run_1/gates.png
Drawn at 4 px/um.
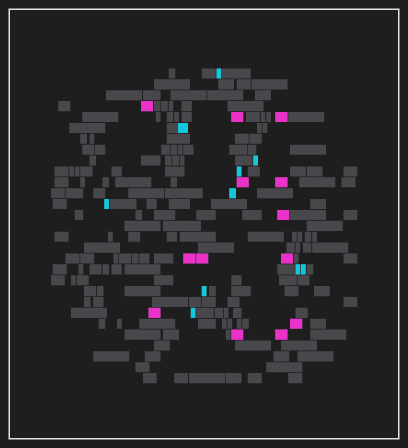
run_1/congestion_map.png
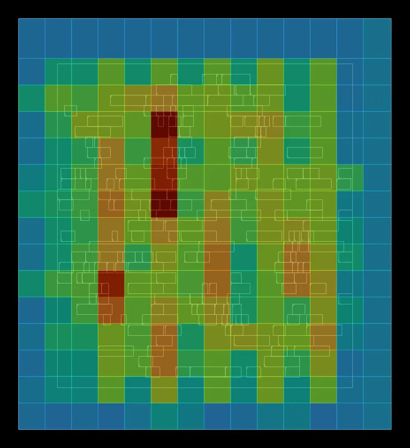
run_1/m3.png
Drawn at 2 px/um.
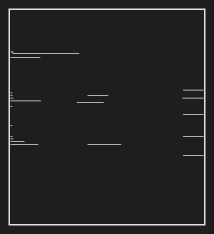
--- config.mk ---
export PLATFORM = sky130hd
export DESIGN_NAME = count_bcd_converter
export DESIGN_NICKNAME = d
export VERILOG_FILES = /design/src/rtl/count_bcd_converter_pkg.sv /design/src/rtl/count_bcd_converter_bcd_digit_adj.sv /design/src/rtl/count_bcd_converter.sv
export SDC_FILE = /design/constraint.sdc
export NUM_CORES = 1
export LEC_CHECK = 0
export ABC_AREA = 0
export CAP_MARGIN = 40
export CORE_AREA = 10 10 87 97
export CTS_CLUSTER_DIAMETER = 150
export DETAILED_ROUTE_END_ITERATION = 6
export DIE_AREA = 0 0 97 107
export GPL_TIMING_DRIVEN = 0
export PLACE_DENSITY_LB_ADDON = 0.05
export REMOVE_ABC_BUFFERS = 1
export SYNTH_ARGS = -nofsm -noshare
export SYNTH_HDL_FRONTEND = slang
export SYNTH_HIERARCHICAL = 1
export SYNTH_SLANG_ARGS = --single-unit
export TNS_END_PERCENT = 50
--- constraint.sdc ---
create_clock -name clk -period 1.7 [get_ports clk]
set_input_delay 0.17 -clock clk [delete_from_list [all_inputs] [get_ports clk]]
set_output_delay 0.17 -clock clk [all_outputs]
set_load 0.005 [all_outputs]
--- src/rtl/count_bcd_converter_pkg.sv ---
// Shared types and sizing constants for the sequential binary-to-BCD converter.
// The FSM state encoding and the iteration count live here.
package count_bcd_converter_pkg;

    localparam int BIN_W      = 8;
    localparam int BCD_DIGITS = 3;
    localparam int ITERATIONS = 8;
    localparam int BCD_W      = 4 * BCD_DIGITS;
    localparam int CNT_W      = $clog2(ITERATIONS + 1);

    typedef enum logic [1:0] {
        IDLE  = 2'd0,
        SHIFT = 2'd1,
        DONE  = 2'd2
    } state_t;

endpackage

--- src/rtl/count_bcd_converter_bcd_digit_adj.sv ---
// Combinational double-dabble correction for one BCD digit.
// A digit of 5 or more gets 3 added so that the following shift carries correctly.
module bcd_digit_adj (
    input  logic [3:0] digit,
    output logic [3:0] adjusted
);

    assign adjusted = (digit >= 4'd5) ? (digit + 4'd3) : digit;

endmodule

--- src/rtl/count_bcd_converter.sv ---
// Sequential 8-bit binary to 3-digit BCD converter (shift-add-3, one bit per clock).
// Optionally self-starts whenever the input differs from the last converted value.
module count_bcd_converter
    import count_bcd_converter_pkg::*;
#(
    parameter logic AUTO_CONVERT = 1'b0
) (
    input  logic             clk,
    input  logic             reset,
    input  logic [BIN_W-1:0] bin,
    input  logic             start,
    output logic             busy,
    output logic             done,
    output logic [3:0]       hundreds,
    output logic [3:0]       tens,
    output logic [3:0]       ones
);

    state_t               state_reg;
    state_t               state_next;
    logic [BCD_W-1:0]     scratch_reg;
    logic [BCD_W-1:0]     scratch_adj;
    logic [BCD_W-1:0]     scratch_next;
    logic [BIN_W-1:0]     bin_reg;
    logic [BIN_W-1:0]     bin_next;
    logic [BIN_W-1:0]     last_reg;
    logic [CNT_W-1:0]     cnt_reg;
    logic [3:0]           hundreds_reg;
    logic [3:0]           tens_reg;
    logic [3:0]           ones_reg;
    logic                 accept;
    logic                 last_iter;

    genvar gi;
    generate
        for (gi = 0; gi < BCD_DIGITS; gi++) begin : g_digit
            bcd_digit_adj u_adj (
                .digit    (scratch_reg[gi*4 +: 4]),
                .adjusted (scratch_adj[gi*4 +: 4])
            );
        end
    endgenerate

    // Adjusted digits and the remaining binary bits shift left together as one word.
    assign {scratch_next, bin_next} = {scratch_adj, bin_reg} << 1;
    assign last_iter = (cnt_reg == CNT_W'(ITERATIONS - 1));

    always_comb begin
        state_next = state_reg;
        accept     = 1'b0;
        busy       = 1'b0;
        done       = 1'b0;
        case (state_reg)
            IDLE: begin
                if (start || (AUTO_CONVERT && (bin != last_reg))) begin
                    accept     = 1'b1;
                    state_next = SHIFT;
                end
            end
            SHIFT: begin
                busy = 1'b1;
                if (last_iter) begin
                    state_next = DONE;
                end
            end
            DONE: begin
                done       = 1'b1;
                state_next = IDLE;
            end
            default: state_next = IDLE;
        endcase
    end

    always_ff @(posedge clk or posedge reset) begin
        if (reset) begin
            state_reg    <= IDLE;
            scratch_reg  <= '0;
            bin_reg      <= '0;
            last_reg     <= '0;
            cnt_reg      <= '0;
            hundreds_reg <= '0;
            tens_reg     <= '0;
            ones_reg     <= '0;
        end else begin
            state_reg <= state_next;
            if (accept) begin
                bin_reg     <= bin;
                last_reg    <= bin;
                scratch_reg <= '0;
                cnt_reg     <= '0;
            end else if (state_reg == SHIFT) begin
                scratch_reg <= scratch_next;
                bin_reg     <= bin_next;
                cnt_reg     <= cnt_reg + 1'b1;
                if (last_iter) begin
                    hundreds_reg <= scratch_next[11:8];
                    tens_reg     <= scratch_next[7:4];
                    ones_reg     <= scratch_next[3:0];
                end
            end
        end
    end

    assign hundreds = hundreds_reg;
    assign tens     = tens_reg;
    assign ones     = ones_reg;

endmodule

==> flow_summary.json, run 1 <==
{
  "status": "completed",
  "clock_area_share_pct": 4.04,
  "busiest_layer": "met2",
  "dr_total_vias": 1337,
  "io_pins": 25,
  "grt_pass1_wl_um": 7090,
  "h-tree-depth": 2,
  "fin_skew_ns": 0.00677,
  "dr.first_iter.drc_count": 32,
  "r2r_end": "scratch_reg[8]",
  "rr_startpoint": "state_reg[0]",
  "grt_max_degree": 39,
  "seq_area_um2": 953,
  "dp_cells": 269,
  "fp_util_pct": 28.8,
  "n_antenna_cell": 0,
  "largest_reg_flops": 12,
  "avgSynthCellArea_um2": 11.0,
  "nonClockInverterCount": 10,
  "min_period_over_period_pct": 93.6,
  "gp_congestion": 0.713,
  "seq-power_uw": 1600,
  "endpoint_kind": "flop",
  "dp_hpwl_um": 2760,
  "m1WireLength_um": 1930,
  "post_cts_buffers": 5,
  "dr_wl_met2_um": 2030,
  "maxSlewViolCount": 0,
  "avgRoutedWirePerCell_um": 14.7,
  "grtUsageMet1_pct": 9.67,
  "wl_met3_um": 179,
  "worstMarginPinSlew_ns": 0.454,
  "ir_drop_v": 0.000463,
  "nonClockBufferCount": 31,
  "swShare_pct": 36.1,
  "post_drt_via_cell_ratio": 4.72,
  "ff_count": 38,
  "required_ns": 1.88,
  "die_area_mm2": 0.0104,
  "powerComb_uw": 1810,
  "clock_sinks": 38,
  "mi_logic_area_um2": 840,
  "die_h_um": 107,
  "cts_root_buffer": "clkbuf_8",
  "lay_top_cells": "dfrtp_1, nand2_1, clkdlybuf4s50_1",
  "p_clk_share_pct": 16.3,
  "first_pass_iters": 3,
  "synth_warnings": 6,
  "layout.nonclk_buf_share_pct": 13.7,
  "coreArea_mm2": 0.00648,
  "drive_gt1_share_pct": 18.9,
  "fin_area_mm2": 0.00235,
  "io_buffer_count": 24,
  "setup_slack_ns": 0.108,
  "synth_cells": 169,
  "cp.arrival_ns": 1.77
}
About gates.png:
[magenta] non-inverting ao/oa cells | cells: 13 | most used: a22o_1
[cyan] inv cells | cells: 10 | most used: inv_1
logic share of the area: 35.7%
most frequent logic cell in the layout: dfrtp_1

About congestion_map.png:
Total GRT Usage: 8.25%
met2 GRT Util: 13.5%

About m3.png:
main direction: horizontal
longest straight run: 33.1 um

==> run 2, diff against run 1 <==
--- a/config.mk
+++ b/config.mk
@@ -11,7 +11,6 @@
 export CTS_CLUSTER_DIAMETER = 150
 export DETAILED_ROUTE_END_ITERATION = 6
 export DIE_AREA = 0 0 97 107
-export GPL_TIMING_DRIVEN = 0
 export PLACE_DENSITY_LB_ADDON = 0.05
 export REMOVE_ABC_BUFFERS = 1
 export SYNTH_ARGS = -nofsm -noshare
run_2/gates.png
Drawn at 4 px/um.
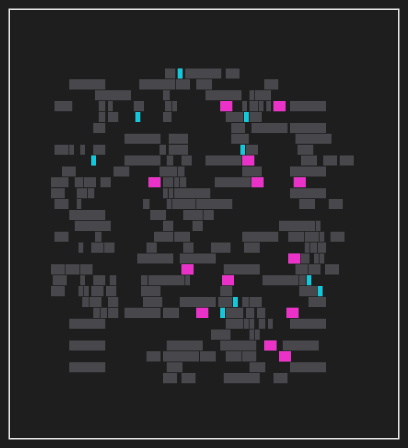
[cyan] inv cells | cells: 9 | most used: inv_1
[magenta] non-inverting ao/oa cells | cells: 13 | most used: a22o_1

run_2/m3.png
Drawn at 2 px/um.
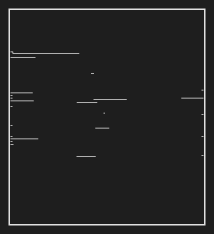
wire length on this layer: 145 um
longest straight run: 33.1 um
nets with wire on the layer: 18
final WL: 4190 um
met3 Use GR: 2.76%
via count: 1,360

==> flow_summary.json, run 2 <==
{
  "maxSlewViolCount": 0,
  "comb_share_pct": 35.2,
  "synth_cells": 169,
  "swShare_pct": 34.9,
  "stdcell_count": 286,
  "fin_skew_ns": 0.00705,
  "grt_usage_pct": 8.18,
  "mi_logic_area_um2": 832,
  "busiest_layer": "met2",
  "clk_path_buf_depth": 2,
  "start_kind": "flop",
  "die_h_um": 107,
  "n_antenna_cell": 0,
  "crit_chain": "ha_1 -> nand2b_1 -> a21oi_2 -> xnor2_1 -> mux2_2",
  "largest_reg_flops": 12,
  "rows": 31,
  "post_cts_buffers": 0,
  "dp_cells": 277,
  "hold_path_class": "in2async",
  "min_period_over_period_pct": 91.6,
  "post_drt_via_cell_ratio": 4.76,
  "p_clk_share_pct": 17.6,
  "io_pins": 25,
  "fin_area_mm2": 0.00236,
  "endpoint_kind": "flop",
  "setup_slack_ns": 0.143,
  "dr_wl_met2_um": 2060,
  "grt_util_met2_pct": 13.9,
  "nonClockInverterCount": 9,
  "cp.arrival_ns": 1.73,
  "avgRoutedWirePerCell_um": 14.7,
  "powerComb_uw": 1830,
  "h-tree-depth": 2,
  "grt_max_degree": 39,
  "avgSynthCellArea_um2": 11.0,
  "logic_gates": 114,
  "m1WireLength_um": 1920,
  "highest_layer": "met4",
  "die_area_mm2": 0.0104,
  "ir_drop_v": 0.000484,
  "layout.nonclk_buf_share_pct": 14.2,
  "clock_sinks": 38,
  "status": "completed",
  "grtUsageMet1_pct": 9.12,
  "final_common_cell": "dfrtp_1",
  "dr.first_iter.drc_count": 47,
  "rr_startpoint": "scratch_reg[4]",
  "r2r_end": "tens[1]",
  "coreArea_mm2": 0.00648,
  "nonClockBufferCount": 35,
  "cts_root_buffer": "clkbuf_8",
  "grt_pass1_wl_um": 6970,
  "wl_met3_um": 145,
  "p_switching_uw": 1440,
  "power.total_uw": 4140,
  "synth_warnings": 6,
  "cts_tree": "built",
  "maxCapViolCount": 0,
  "fp_util_pct": 28.8,
  "seq-power_uw": 1580,
  "worstMarginPinSlew_ns": 0.486,
  "required_ns": 1.88,
  "die_w_um": 97,
  "io_buffer_count": 24,
  "seq_area_um2": 951,
  "p_seq_share_pct": 38.2,
  "gp_congestion": 0.734,
  "lay_top_cells": "dfrtp_1, nand2_1, clkdlybuf4s50_1",
  "finalSetupViolCount": 0,
  "ff_count": 38,
  "dp_hpwl_um": 2970,
  "top_power_group": "combinational cells",
  "clock_area_share_pct": 4.66,
  "first_pass_iters": 2,
  "seq_share_pct": 40.2,
  "drtAntennaViolNets": 0,
  "clock.fmax_ghz": 0.642,
  "share_comb_of_total_power_pct": 44.2,
  "slew_headroom_pct": 67.6,
  "drive_gt1_share_pct": 18.1,
  "ff2ff_path_depth": 5
}
==> run 3, diff against run 2 <==
--- a/config.mk
+++ b/config.mk
@@ -7,10 +7,10 @@
 export LEC_CHECK = 0
 export ABC_AREA = 0
 export CAP_MARGIN = 40
-export CORE_AREA = 10 10 87 97
+export CORE_AREA = 2 2 79 89
 export CTS_CLUSTER_DIAMETER = 150
 export DETAILED_ROUTE_END_ITERATION = 6
-export DIE_AREA = 0 0 97 107
+export DIE_AREA = 0 0 81 91
 export PLACE_DENSITY_LB_ADDON = 0.05
 export REMOVE_ABC_BUFFERS = 1
 export SYNTH_ARGS = -nofsm -noshare
run_3/m3.png
Drawn at 3 px/um.
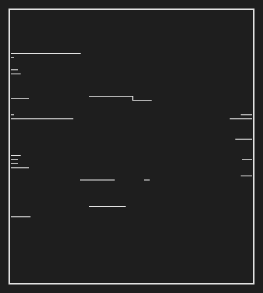
main direction: horizontal
nets with wire on the layer: 18
share of all routed wire: 3.6%
longest straight run: 23.0 um
wire length on this layer: 144 um
met3 Use GR: 3.58%
final WL: 3940 um
via count: 1,328

run_3/congestion_map.png
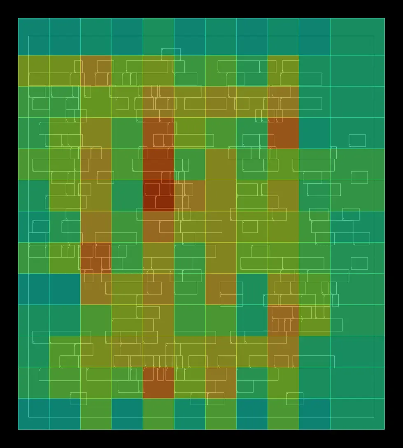
GRT busiest layer: met2
Layout Utilization: 36.4%
met2 GRT Util: 19.4%

==> flow_summary.json, run 3 <==
{
  "clock_area_share_pct": 3.90,
  "rr_startpoint": "cnt_reg[0]",
  "dp_hpwl_um": 2650,
  "comb_share_pct": 35.5,
  "synth_cells": 169,
  "fin_skew_ns": 0.00553,
  "maxCapViolCount": 0,
  "r2r_end": "hundreds[0]",
  "largest_reg_flops": 12,
  "die_w_um": 81,
  "die_area_mm2": 0.00737,
  "ff2ff_path_depth": 5,
  "dr.first_iter.drc_count": 83,
  "min_period_over_period_pct": 93.1,
  "p_switching_uw": 1430,
  "gp_congestion": 0.766,
  "slew_headroom_pct": 83.4,
  "swShare_pct": 35.4,
  "required_ns": 1.53,
  "coreArea_mm2": 0.00644,
  "grt_max_degree": 39,
  "logic_gates": 114,
  "rows": 31,
  "grt_usage_pct": 12.4,
  "n_antenna_cell": 0,
  "clk_path_buf_depth": 2,
  "nonClockInverterCount": 9,
  "stdcell_count": 285,
  "share_comb_of_total_power_pct": 44.7,
  "wl_met3_um": 143,
  "highest_layer": "met4",
  "dr_wl_met2_um": 1940,
  "status": "completed",
  "endpoint_kind": "primary output",
  "fp_util_pct": 29.0,
  "clock_sinks": 38,
  "final_common_cell": "dfrtp_1"
}

==> layout pictures side by side <==
Met2 routing.
Plate I
Drawn at 3 px/um.
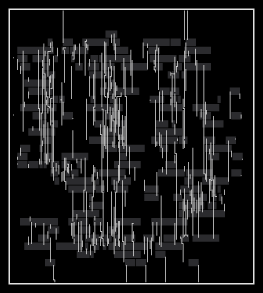
Plate II
Drawn at 2 px/um.
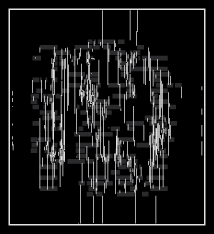
Plate III
Drawn at 2 px/um.
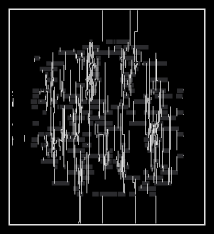
| picture | from |
|---|---|
| Plate III | run 1 |
| Plate I | run 3 |
| Plate II | run 2 |
The one with the smallest die is Plate I.

